==> images/wires.png <==
Only two layers are drawn.
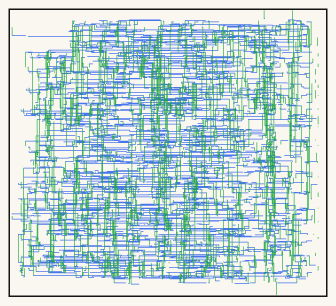
==> images/clocks.png <==
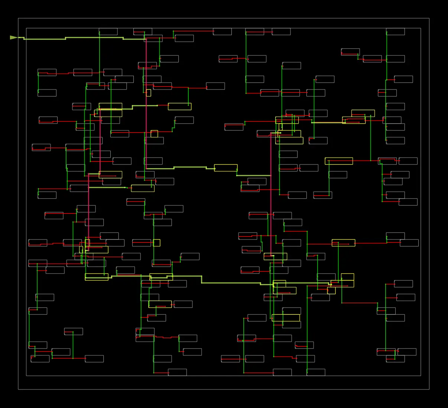
==> images/flops_by_reg.png <==
The bar under the picture is 50 µm long. Other sequential cells in the stronger grey, the rest of the logic in the fainter grey.
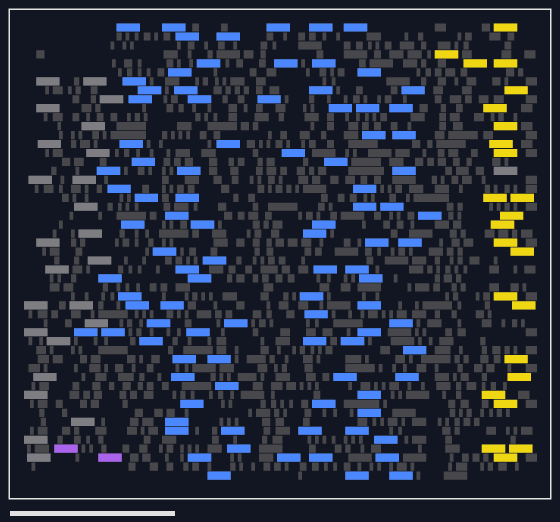
`config.mk`:
```
export PLATFORM = sky130hd
export DESIGN_NAME = cadence_meas_flat
export DESIGN_NICKNAME = d
export VERILOG_FILES = /design/src/rtl/cadence_pkg.sv /design/src/rtl/cadence_meas_if.sv /design/src/rtl/cadence_avg4.sv /design/src/rtl/cadence_meas.sv /design/src/flat_wrapper.sv
export SDC_FILE = /design/constraint.sdc
export NUM_CORES = 1
export LEC_CHECK = 0
export CELL_PAD_IN_SITES_DETAIL_PLACEMENT = 1
export CELL_PAD_IN_SITES_GLOBAL_PLACEMENT = 2
export CORE_ASPECT_RATIO = 0.9
export CORE_MARGIN = 3
export CORE_UTILIZATION = 40
export DETAILED_ROUTE_END_ITERATION = 10
export PLACE_DENSITY_LB_ADDON = 0.1
export REMOVE_ABC_BUFFERS = 1
export SETUP_SLACK_MARGIN = 0.15
export SYNTH_ARGS = -nofsm -noshare
export SYNTH_HDL_FRONTEND = slang
export SYNTH_SLANG_ARGS = --single-unit
```
`constraint.sdc`:
```
create_clock -name clk -period 14.1 [get_ports clk]
set_input_delay 1.41 -clock clk [delete_from_list [all_inputs] [get_ports clk]]
set_output_delay 1.41 -clock clk [all_outputs]
set_load 0.03 [all_outputs]
```
`src/rtl/cadence_pkg.sv`:
```
// Shared types and constants for the cadence period measurement block.
package cadence_pkg;

    localparam int CAD_CNT_W = 24;
    // Four slots of CAD_CNT_W bits need two extra bits to sum without overflow.
    localparam int CAD_SUM_W = CAD_CNT_W + 2;

    localparam logic [CAD_CNT_W-1:0] CAD_TIMEOUT_FAST = 24'h00_FFFF;
    localparam logic [CAD_CNT_W-1:0] CAD_TIMEOUT_FULL = 24'hFF_FFFF;

    typedef enum logic [1:0] {
        IDLE  = 2'd0,
        ARMED = 2'd1,
        MEAS  = 2'd2
    } cad_state_t;

endpackage

```
`src/rtl/cadence_meas_if.sv`:
```
// Cadence measurement bus: filtered rise pulse in, averaged period and status out.
interface cadence_meas_if;
    import cadence_pkg::*;

    logic                 cadence_rise;
    logic [CAD_CNT_W-1:0] cadence_per;
    logic                 cadence_vld;
    logic                 not_pedaling;

    // master: the side producing cadence edges and consuming the measurement.
    modport master (
        output cadence_rise,
        input  cadence_per,
        input  cadence_vld,
        input  not_pedaling
    );

    // slave: the measurement controller.
    modport slave (
        input  cadence_rise,
        output cadence_per,
        output cadence_vld,
        output not_pedaling
    );

endinterface

```
`src/rtl/cadence_avg4.sv`:
```
// Four-slot period history with a registered truncating mean.
module cadence_avg4
    import cadence_pkg::*;
(
    input  logic                 clk,
    input  logic                 rst,
    input  logic                 seed,
    input  logic                 shift,
    input  logic [CAD_CNT_W-1:0] din,
    output logic [CAD_CNT_W-1:0] avg
);

    logic [CAD_CNT_W-1:0] r_hist [4];
    logic [CAD_CNT_W-1:0] w_hist_next [4];
    logic [CAD_SUM_W-1:0] w_sum;
    logic [CAD_CNT_W-1:0] w_avg_next;
    logic [1:0]           w_unused_frac;
    logic [CAD_CNT_W-1:0] r_avg;

    // Next history: seed fills every slot, shift pushes din in and drops slot 3.
    always_comb begin
        w_hist_next = r_hist;
        if (seed) begin
            for (int i = 0; i < 4; i++) begin
                w_hist_next[i] = din;
            end
        end else if (shift) begin
            w_hist_next[0] = din;
            w_hist_next[1] = r_hist[0];
            w_hist_next[2] = r_hist[1];
            w_hist_next[3] = r_hist[2];
        end
    end

    // Sum the post-update history so the average is ready on the capture edge.
    always_comb begin
        w_sum = {2'b00, w_hist_next[0]} + {2'b00, w_hist_next[1]}
              + {2'b00, w_hist_next[2]} + {2'b00, w_hist_next[3]};
        {w_avg_next, w_unused_frac} = w_sum;
    end

    // History and averaged output registers; the average only moves on capture.
    always_ff @(posedge clk) begin
        if (rst) begin
            for (int i = 0; i < 4; i++) begin
                r_hist[i] <= '0;
            end
            r_avg <= '0;
        end else begin
            r_hist <= w_hist_next;
            if (seed || shift) begin
                r_avg <= w_avg_next;
            end
        end
    end

    assign avg = r_avg;

endmodule

```
`src/rtl/cadence_meas.sv`:
```
// Cadence period measurement: times crank-edge intervals, averages the last
// four, and flags not_pedaling when edges stop arriving.
module cadence_meas
    import cadence_pkg::*;
#(
    parameter logic FAST_SIM = 1'b1
) (
    input  logic           clk,
    input  logic           rst,
    cadence_meas_if.slave  bus
);

    localparam logic [CAD_CNT_W-1:0] TIMEOUT = FAST_SIM ? CAD_TIMEOUT_FAST : CAD_TIMEOUT_FULL;
    localparam logic [CAD_CNT_W-1:0] CNT_ONE = {{(CAD_CNT_W-1){1'b0}}, 1'b1};

    cad_state_t           r_state;
    cad_state_t           w_state_next;
    logic [CAD_CNT_W-1:0] r_cnt;
    logic [CAD_CNT_W-1:0] w_cnt_next;
    logic                 w_rise;
    logic                 w_timeout;
    logic                 w_seed;
    logic                 w_shift;
    logic                 w_not_pedaling;
    logic                 r_vld;
    logic [CAD_CNT_W-1:0] w_avg;

    assign w_rise    = bus.cadence_rise;
    assign w_timeout = (r_cnt == TIMEOUT);

    // State register.
    always_ff @(posedge clk) begin
        if (rst) begin
            r_state <= IDLE;
        end else begin
            r_state <= w_state_next;
        end
    end

    // Next-state logic; a rise always beats a coincident timeout.
    always_comb begin
        w_state_next = r_state;
        unique case (r_state)
            IDLE: begin
                if (w_rise) w_state_next = ARMED;
            end
            ARMED: begin
                if (w_rise)         w_state_next = MEAS;
                else if (w_timeout) w_state_next = IDLE;
            end
            MEAS: begin
                if (!w_rise && w_timeout) w_state_next = IDLE;
            end
            default: w_state_next = IDLE;
        endcase
    end

    // FSM outputs: first captured period seeds the history, later ones shift in.
    always_comb begin
        w_seed         = (r_state == ARMED) && w_rise;
        w_shift        = (r_state == MEAS) && w_rise;
        w_not_pedaling = (r_state != MEAS);
    end

    // Counter next value; saturation is implied by leaving for IDLE at TIMEOUT.
    always_comb begin
        w_cnt_next = r_cnt;
        if (r_state == IDLE) begin
            w_cnt_next = w_rise ? CNT_ONE : '0;
        end else if (w_rise) begin
            w_cnt_next = CNT_ONE;
        end else if (w_timeout) begin
            w_cnt_next = '0;
        end else begin
            w_cnt_next = r_cnt + CNT_ONE;
        end
    end

    // Interval counter and capture strobe registers.
    always_ff @(posedge clk) begin
        if (rst) begin
            r_cnt <= '0;
            r_vld <= 1'b0;
        end else begin
            r_cnt <= w_cnt_next;
            r_vld <= w_seed || w_shift;
        end
    end

    cadence_avg4 u_avg4 (
        .clk   (clk),
        .rst   (rst),
        .seed  (w_seed),
        .shift (w_shift),
        .din   (r_cnt),
        .avg   (w_avg)
    );

    assign bus.cadence_per  = w_avg;
    assign bus.cadence_vld  = r_vld;
    assign bus.not_pedaling = w_not_pedaling;

endmodule

```
`src/flat_wrapper.sv`:
```
// flat-port wrapper written by rule: the top's interface ports become plain ports
module cadence_meas_flat import cadence_pkg::*;
#(
    parameter logic FAST_SIM = 1'b1
)
  (clk, rst, bus_cadence_rise, bus_cadence_per, bus_cadence_vld, bus_not_pedaling);
  cadence_meas_if bus_i ();
  input  logic clk;
  input  logic rst;
  input wire logic [$bits(bus_i.cadence_rise)-1:0] bus_cadence_rise;
  output wire logic [$bits(bus_i.cadence_per)-1:0] bus_cadence_per;
  output wire logic [$bits(bus_i.cadence_vld)-1:0] bus_cadence_vld;
  output wire logic [$bits(bus_i.not_pedaling)-1:0] bus_not_pedaling;
  assign bus_i.cadence_rise = bus_cadence_rise;
  assign bus_cadence_per = bus_i.cadence_per;
  assign bus_cadence_vld = bus_i.cadence_vld;
  assign bus_not_pedaling = bus_i.not_pedaling;
  cadence_meas #(.FAST_SIM(FAST_SIM)) u_core (.clk(clk), .rst(rst), .bus(bus_i));
endmodule
```
==> results.env <==
NUM_ANTENNA_CELLS=0
SEQAREAFRACTION=0.292
CTS_MAX_LEVEL=4
AOI_SHARE=0.192
POST-ROUTE-PERIOD-UTIL=0.577
POSTROUTEANTENNANETS=0
SKEW_NS=0.0124
INV_COUNT=37
COMBINATIONAL_GATE_COUNT=910
SEQUENTIALPOWER_W=0.000447
OPENROAD.WARNINGS=25
SYNTHFLOPTYPE='sky130_fd_sc_hd__dfxtp_1'
DRT-TOTAL-WL_UM=25600
LOGIC_AREA_UM2=5670
AVGSYNTHCELLAREA_UM2=7.77
GLOBAL_ROUTE.USAGE.MET3=0.0415
CORE-AREA_UM2=21800
R2R_SLACK_NS=7.11
REQUIRED_NS=14.42
CLKSLEWWORSTSETUPHOLDPATHS_NS=0.06
REMAINING_OVERFLOW_GRT=0
LAYOUT.BUFFER.NONCLOCK.AREA_SHARE=0.0336
CELL_INTERNAL_PWR_W=0.000844
HPWL_UM=18000
CTS_HOLD_BUFFERS=0
PEAK_CLOCK_FREQUENCY_SUPPORTED_BY_TIMING_MHz=123
FP.DIEAREA_UM2=24300
ANTENNA_FOUND_INITIAL=0
CRITICALPATHCATEGORY='input pin to register'
PWR.GROUP.COMBINATIONAL_W=0.000270
OUTCOME='finished, final reports clean'
NUMBER_OF_INSTANCES_ON_THE_WORST_HOLD_PATH=2
ENDPOINTS_FAILING_HOLD=0
FIN_SETUP_TNS_NS=0
SYNTHARSTFLOPSHARE=0
ROUTED-VIA-COUNT=7816
SETUP_VIOL=0
MAX-CAP-VIOLATIONS=0
BUFFERS_EXCL_CLOCK=36
SYNTH.TOP_CELL.AREA_SHARE=0.328
NET-SWITCHING-POWER_W=0.000361
CRIT_PATH_END='u_core.u_avg4.avg[23]'
NETLIST_TOP_CELLS_COUNT='sky130_fd_sc_hd__nand2_1 (250), sky130_fd_sc_hd__dfxtp_1 (147), sky130_fd_sc_hd__nor2_1 (103), sky130_fd_sc_hd__a21oi_1 (74), sky130_fd_sc_hd__nor2b_1 (65)'
INITCOREUTIL=0.411
AREA.GROWTH.SYNTH_TO_FINAL_PCT=12.1
FP.DIEH_UM=148
DETAIL_ROUTE.ITER0.VIOLATIONS=564
MAX_RAIL_DROP_VDD_uV=57.9
CTSRESIZECOUNT=0
CLOCK_TREE_AREA_FRACTION=0.0610
GP_CONGESTION=0.815
DRC_VIOLATION_COUNT_AFTER_ROUTING=0
About wires.png:
Blue shows metal 1, wire length 14400 µm. Green shows metal 2, wire length 10000 µm.

About clocks.png:
TritonCTS Sinks: 147
source-to-sink clock delay at the later pin of the worst-skew pair: 0.43 ns

About flops_by_reg.png:
Yellow shows u_core.u_avg4.avg, sequential cells 24. Purple shows u_core.r_state, sequential cells 2. Blue shows u_core.u_avg4.r_hist, sequential cells 96.
Another 25 sequential cells are not coloured.

==> layout by cell type, fill, tap and decap left out, drive strengths merged, types with 5 or more instances in the layout <==
| cell type | count |
|---|---|
| buf | 9 |
| a31oi | 64 |
| a31o | 14 |
| o21a | 5 |
| a211oi | 5 |
| nor2 | 103 |
| clkdlybuf4s50 | 27 |
| nor2b | 65 |
| o21ai | 36 |
| nand3 | 16 |
| inv | 38 |
| o21bai | 7 |
| nand2b | 11 |
| a21oi | 74 |
| and3 | 13 |
| nand4 | 6 |
| or3 | 8 |
| fa | 25 |
| ha | 48 |
| xnor2 | 38 |
| xor2 | 21 |
| dfxtp | 147 |
| nor4 | 6 |
| nand2 | 251 |
| clkbuf | 21 |
| nor3 | 8 |
| a21o | 31 |
| a22o | 5 |
==> registers in the layout, summed over array words and instances (netlist names) <==
register	flops
u_core.bus.cadence_vld	1
u_core.u_avg4.avg	24
u_core.u_avg4.r_hist	96
u_core.r_state	2
u_core.r_cnt	24
==> through the flow <==
| stage | instance area [µm²] | worst slack (ns) | util | hold slack, ns | total power (W) |
|---|---|---|---|---|---|
| after detailed placement | 9450 | 5.55 | 0.433 | 0.445 | 0.000724 |
| after global routing | 10100 | 5.29 | 0.461 | 0.468 | 0.00127 |
| after global placement | 9450 | 5.71 | 0.433 | 0.438 | 0.000720 |
| after floorplan | 8750 | 5.83 | - | 0.453 | 0.000643 |
| final | 10100 | 5.96 | 0.461 | 0.450 | 0.00121 |
| after CTS | 10100 | 5.95 | 0.461 | 0.452 | 0.00122 |
==> worst min-delay path by stage <==
stage	end	slack, ns
final	u_core.u_avg4.avg[12]	0.45
after global routing	u_core.u_avg4.avg[17]	0.47
after CTS	u_core.u_avg4.avg[12]	0.45
after detailed placement	u_core.u_avg4.avg[12]	0.45
after global placement	u_core.u_avg4.avg[9]	0.44
after floorplan	u_core.u_avg4.r_hist[72]	0.45
==> critical path: stages <==
cell and delay [ns]:
sky130_fd_sc_hd__clkdlybuf4s50_1 0.76, sky130_fd_sc_hd__nor2b_1 0.29, sky130_fd_sc_hd__and2_2 0.18, sky130_fd_sc_hd__buf_4 0.63
sky130_fd_sc_hd__nand2_1 0.11, sky130_fd_sc_hd__a31oi_1 0.25, sky130_fd_sc_hd__ha_1 0.31, sky130_fd_sc_hd__a21o_1 0.19
sky130_fd_sc_hd__a21oi_1 0.31, sky130_fd_sc_hd__o311ai_2 0.15, sky130_fd_sc_hd__a311oi_2 0.54, sky130_fd_sc_hd__o21bai_1 0.22
sky130_fd_sc_hd__o31ai_2 0.23, sky130_fd_sc_hd__xnor2_1 0.18, sky130_fd_sc_hd__fa_1 0.45, sky130_fd_sc_hd__ha_1 0.36
sky130_fd_sc_hd__and3_1 0.20, sky130_fd_sc_hd__a31oi_1 0.18, sky130_fd_sc_hd__o21ai_0 0.15, sky130_fd_sc_hd__a21oi_1 0.23
sky130_fd_sc_hd__a21bo_2 0.25, sky130_fd_sc_hd__a221oi_1 0.44, sky130_fd_sc_hd__nor2_1 0.08, sky130_fd_sc_hd__o41a_1 0.31
Power is estimated from default activity; no workload was simulated.
